Fig. 1: signal wires on met1
Supply wires on this layer in gray.
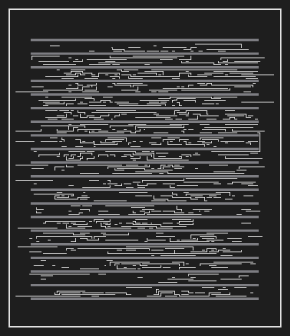
Fig. 2: metal 2
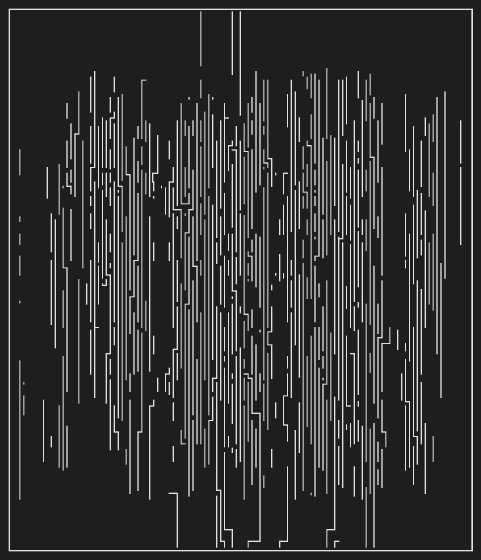
Fig. 3: signal wires on met3
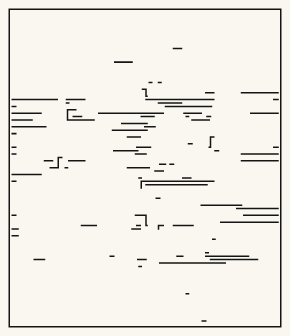
Fig. 4: met4 routing
Scale bar: 20 µm. Supply wires on this layer in gray. Cells faint in the background.
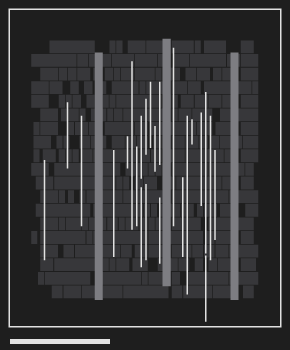
[src/rtl/rpl_age_arbiter_if.sv]
// Request/grant bundle between the SIC array (master) and the age arbiter (slave).
interface rpl_age_arbiter_if #(
    parameter int NUM_REQ  = 4,
    parameter int ID_WIDTH = 4
);
    localparam int IDX_W = $clog2(NUM_REQ);

    logic [NUM_REQ-1:0]          req_valid;
    logic [NUM_REQ*ID_WIDTH-1:0] req_id;
    logic [ID_WIDTH-1:0]         base_id;
    logic                        flush;
    logic [NUM_REQ-1:0]          grant;
    logic                        grant_valid;
    logic [IDX_W-1:0]            grant_idx;
    logic                        hold_timeout;

    modport master (
        output req_valid, req_id, base_id, flush,
        input  grant, grant_valid, grant_idx, hold_timeout
    );

    modport slave (
        input  req_valid, req_id, base_id, flush,
        output grant, grant_valid, grant_idx, hold_timeout
    );
endinterface

[src/rtl/rpl_age_arbiter.sv]
// Oldest-first arbiter for a shared ALU/memory port with held, registered grants.
// Optional forced release after MAX_HOLD owned cycles: define RPL_ARB_TIMEOUT_EN.
module rpl_age_arbiter #(
    parameter int NUM_REQ  = 4,
    parameter int ID_WIDTH = 4,
    parameter int MAX_HOLD = 64
) (
    input  logic               clk,
    input  logic               rst_n,
    rpl_age_arbiter_if.slave   arb
);
    localparam int IDX_W = $clog2(NUM_REQ);

    typedef enum logic {IDLE, OWNED} state_t;

    state_t               state_q, state_d;
    logic [NUM_REQ-1:0]   grant_q, grant_d;
    logic [IDX_W-1:0]     grant_idx_q, grant_idx_d;
    logic                 grant_valid_q, grant_valid_d;

    logic [NUM_REQ-1:0]   exclude;
    logic [NUM_REQ-1:0]   cand;
    logic [NUM_REQ-1:0]   evict_mask;
    logic [ID_WIDTH-1:0]  age [NUM_REQ];
    logic [ID_WIDTH-1:0]  best_age;
    logic                 win_found;
    logic [IDX_W-1:0]     win_idx;
    logic                 owner_req;
    logic                 release_own;
    logic                 force_release;

    if (NUM_REQ < 2) begin : g_bad_num_req
        $error("rpl_age_arbiter: NUM_REQ must be at least 2");
    end
    if (MAX_HOLD < 1) begin : g_bad_max_hold
        $error("rpl_age_arbiter: MAX_HOLD must be at least 1");
    end

`ifdef RPL_ARB_TIMEOUT_EN
    localparam int HOLD_W = $clog2(MAX_HOLD + 1);
    localparam logic [HOLD_W-1:0] HOLD_LAST = HOLD_W'(MAX_HOLD - 1);

    logic [HOLD_W-1:0]  hold_cnt_q, hold_cnt_d;
    logic [NUM_REQ-1:0] evict_q, evict_d;
    logic               timeout_q, timeout_d;

    // The owner is evicted on its MAX_HOLD-th owned cycle, so it holds exactly MAX_HOLD cycles.
    assign force_release = (state_q == OWNED) && owner_req && (hold_cnt_q == HOLD_LAST);
    assign evict_mask    = evict_q;
`else
    assign force_release = 1'b0;
    assign evict_mask    = '0;
`endif

    assign owner_req   = |(grant_q & arb.req_valid);
    assign release_own = (state_q == OWNED) && (!owner_req || force_release);
    assign exclude     = evict_mask | ((state_q == OWNED) ? grant_q : '0);
    assign cand        = arb.req_valid & ~exclude;

    // Ages are taken relative to base_id so the comparison survives ID wrap-around.
    always_comb begin
        win_found = 1'b0;
        win_idx   = '0;
        best_age  = '0;
        for (int i = 0; i < NUM_REQ; i++) begin
            age[i] = arb.req_id[i*ID_WIDTH +: ID_WIDTH] - arb.base_id;
            if (cand[i] && (!win_found || (age[i] < best_age))) begin
                win_found = 1'b1;
                win_idx   = IDX_W'(i);
                best_age  = age[i];
            end
        end
    end

    always_comb begin
        state_d     = state_q;
        grant_d     = grant_q;
        grant_idx_d = grant_idx_q;
        if (arb.flush) begin
            state_d     = IDLE;
            grant_d     = '0;
            grant_idx_d = '0;
        end else if ((state_q == IDLE) || release_own) begin
            if (win_found) begin
                state_d     = OWNED;
                grant_d     = NUM_REQ'(1) << win_idx;
                grant_idx_d = win_idx;
            end else begin
                state_d     = IDLE;
                grant_d     = '0;
                grant_idx_d = '0;
            end
        end
        grant_valid_d = |grant_d;
    end

`ifdef RPL_ARB_TIMEOUT_EN
    always_comb begin
        timeout_d = force_release && !arb.flush;
        evict_d   = timeout_d ? grant_q : '0;
        if ((grant_d != grant_q) || (state_d == IDLE)) begin
            hold_cnt_d = '0;
        end else begin
            hold_cnt_d = hold_cnt_q + HOLD_W'(1);
        end
    end
`endif

    always_ff @(posedge clk or negedge rst_n) begin
        if (!rst_n) begin
            state_q       <= IDLE;
            grant_q       <= '0;
            grant_idx_q   <= '0;
            grant_valid_q <= 1'b0;
`ifdef RPL_ARB_TIMEOUT_EN
            hold_cnt_q    <= '0;
            evict_q       <= '0;
            timeout_q     <= 1'b0;
`endif
        end else begin
            state_q       <= state_d;
            grant_q       <= grant_d;
            grant_idx_q   <= grant_idx_d;
            grant_valid_q <= grant_valid_d;
`ifdef RPL_ARB_TIMEOUT_EN
            hold_cnt_q    <= hold_cnt_d;
            evict_q       <= evict_d;
            timeout_q     <= timeout_d;
`endif
        end
    end

    assign arb.grant       = grant_q;
    assign arb.grant_valid = grant_valid_q;
    assign arb.grant_idx   = grant_idx_q;
`ifdef RPL_ARB_TIMEOUT_EN
    assign arb.hold_timeout = timeout_q;
`else
    assign arb.hold_timeout = 1'b0;
`endif

endmodule

[src/flat_wrapper.sv]
// flat-port wrapper written by rule: the top's interface ports become plain ports
module rpl_age_arbiter_flat 
#(
    parameter int NUM_REQ  = 4,
    parameter int ID_WIDTH = 4,
    parameter int MAX_HOLD = 64
)
  (clk, rst_n, arb_req_valid, arb_req_id, arb_base_id, arb_flush, arb_grant, arb_grant_valid, arb_grant_idx, arb_hold_timeout);
  rpl_age_arbiter_if #(.NUM_REQ(NUM_REQ), .ID_WIDTH(ID_WIDTH)) arb_i ();
  input  logic clk;
  input  logic rst_n;
  input wire logic [$bits(arb_i.req_valid)-1:0] arb_req_valid;
  input wire logic [$bits(arb_i.req_id)-1:0] arb_req_id;
  input wire logic [$bits(arb_i.base_id)-1:0] arb_base_id;
  input wire logic [$bits(arb_i.flush)-1:0] arb_flush;
  output wire logic [$bits(arb_i.grant)-1:0] arb_grant;
  output wire logic [$bits(arb_i.grant_valid)-1:0] arb_grant_valid;
  output wire logic [$bits(arb_i.grant_idx)-1:0] arb_grant_idx;
  output wire logic [$bits(arb_i.hold_timeout)-1:0] arb_hold_timeout;
  assign arb_i.req_valid = arb_req_valid;
  assign arb_i.req_id = arb_req_id;
  assign arb_i.base_id = arb_base_id;
  assign arb_i.flush = arb_flush;
  assign arb_grant = arb_i.grant;
  assign arb_grant_valid = arb_i.grant_valid;
  assign arb_grant_idx = arb_i.grant_idx;
  assign arb_hold_timeout = arb_i.hold_timeout;
  rpl_age_arbiter #(.NUM_REQ(NUM_REQ), .ID_WIDTH(ID_WIDTH), .MAX_HOLD(MAX_HOLD)) u_core (.clk(clk), .rst_n(rst_n), .arb(arb_i));
endmodule
[config.mk]
export PLATFORM = sky130hd
export DESIGN_NAME = rpl_age_arbiter_flat
export DESIGN_NICKNAME = d
export VERILOG_FILES = /design/src/rtl/rpl_age_arbiter_if.sv /design/src/rtl/rpl_age_arbiter.sv /design/src/flat_wrapper.sv
export SDC_FILE = /design/constraint.sdc
export NUM_CORES = 1
export LEC_CHECK = 0
export ABC_AREA = 1
export CAP_MARGIN = 40
export CORE_ASPECT_RATIO = 1.2
export CORE_MARGIN = 4
export CORE_UTILIZATION = 48
export DETAILED_ROUTE_END_ITERATION = 8
export PLACE_DENSITY = 0.77
export RECOVER_POWER = 50
export SLEW_MARGIN = 15
export SYNTH_ARGS = -nofsm -noshare
export SYNTH_HDL_FRONTEND = slang
export SYNTH_SLANG_ARGS = --single-unit
[constraint.sdc]
create_clock -name clk -period 4.4 [get_ports clk]
set_input_delay 0.88 -clock clk [delete_from_list [all_inputs] [get_ports clk]]
set_output_delay 0.88 -clock clk [all_outputs]
set_load 0.01 [all_outputs]
==> summary.txt <==
fresh numbers from the pnr run: clock skew after layout 0.00912 ns, met3 Use GR 0.0330, number of CTS-inserted buffers 3, share of the final layout cell area in multi-input gates 0.562, length in cells of the worst reg-to-reg path 30, EDFF count, synth 0, worst-path cell with the longest stage delay ha_4, routed vias 1557, critical path's largest stage delay 0.30 ns, WS Path Type primary input to flop, wire length of the first global-routing pass 6150 µm, Fill cells 95, sequential element share of the synthesized area 0.165, Finish-stage setup viols 6, RSZ-0062 raised after global routing yes, tally of max-capacitance violations 0, mean cell area of the mapped netlist 7.15 µm², total cells reported by yosys after synthesis 170, arrival time worst endpoint 4.67 ns, Worst Setup SP arb_base_id[2], TritonCTS clock tree yes, Setup WS post-layout -0.127 ns, tally of clock buffers in the finished layout 3, cell with the most instances after synthesis nand2_1, Cell variety after synth 23, total of warnings raised by yosys 0, CTS sink count 8, hold path start u_core.arb.grant_idx[1], area of all placed cells without fillers 2130 µm², run status finished, violations left, largest net degree at the start of global routing 9, Leak 1.05 nW, violations in the final reports negative setup slack, post-synthesis net count 222, sum of routed wire length over all layers 5210 µm, Largest register FFs 4, Flop Count 8, vertical extent of the die 63.1 µm, routed wirelength normalized by instance count 19.4 µm, worst reg-to-reg setup slack 0.53 ns, Top-area cell share 0.216, buffering overhead 0.269, final antenna diode count 0, Clk Tree Root Cell clkbuf_4, post-layout min period 4.53 ns, final sum of negative setup slack -0.553 ns, Area contributors post-synth ha_1 (22%), dfrtp_1 (16%), nand2_1 (15%), commonest non-fill, non-tap cell in the layout nand2_1, WHS Path Cells 2
## Picture notes: Fig. 1
- share of all routed wire: 34%
- wire length on this layer: 1750 µm
- main direction: horizontal
- longest straight run: 21.6 µm
- nets with wire on the layer: 269

## Picture notes: Fig. 2
- nets with wire on the layer: 276
- share of all routed wire: 52%
- wire length on this layer: 2710 µm
- main direction: vertical
- longest straight run: 29.9 µm

## Picture notes: Fig. 3
- nets with wire on the layer: 56
- main direction: horizontal
- wire length on this layer: 307 µm

## Picture notes: Fig. 4
- nets with wire on the layer: 23
- wire length on this layer: 436 µm
- main direction: vertical

[report_power, final]
part           switching, W  internal, W
Clock             0.0000253    0.0000312
Combinational      0.000293     0.000242
Sequential        0.0000160    0.0000898
Total              0.000335     0.000363
[worst reg2reg max path, delay by kind of cell, from the launching register on]
family	cells	cell delay, ns
compound gates	5	0.62
fa+ha+maj	3	0.84
buf+inv	1	0.08
flops	1	0.45
simple gates	21	1.75
[repair_timing]
action / 4_1_cts / 5_1_grt
setup buffers: 15 / 5
pin swaps: 28 / 37
setup endpoints to repair: 6 / 6
gates resized: 43 / 62
hold buffers: 0 / 0
Power figures rest on the tool's default switching activity, not on a simulated workload.
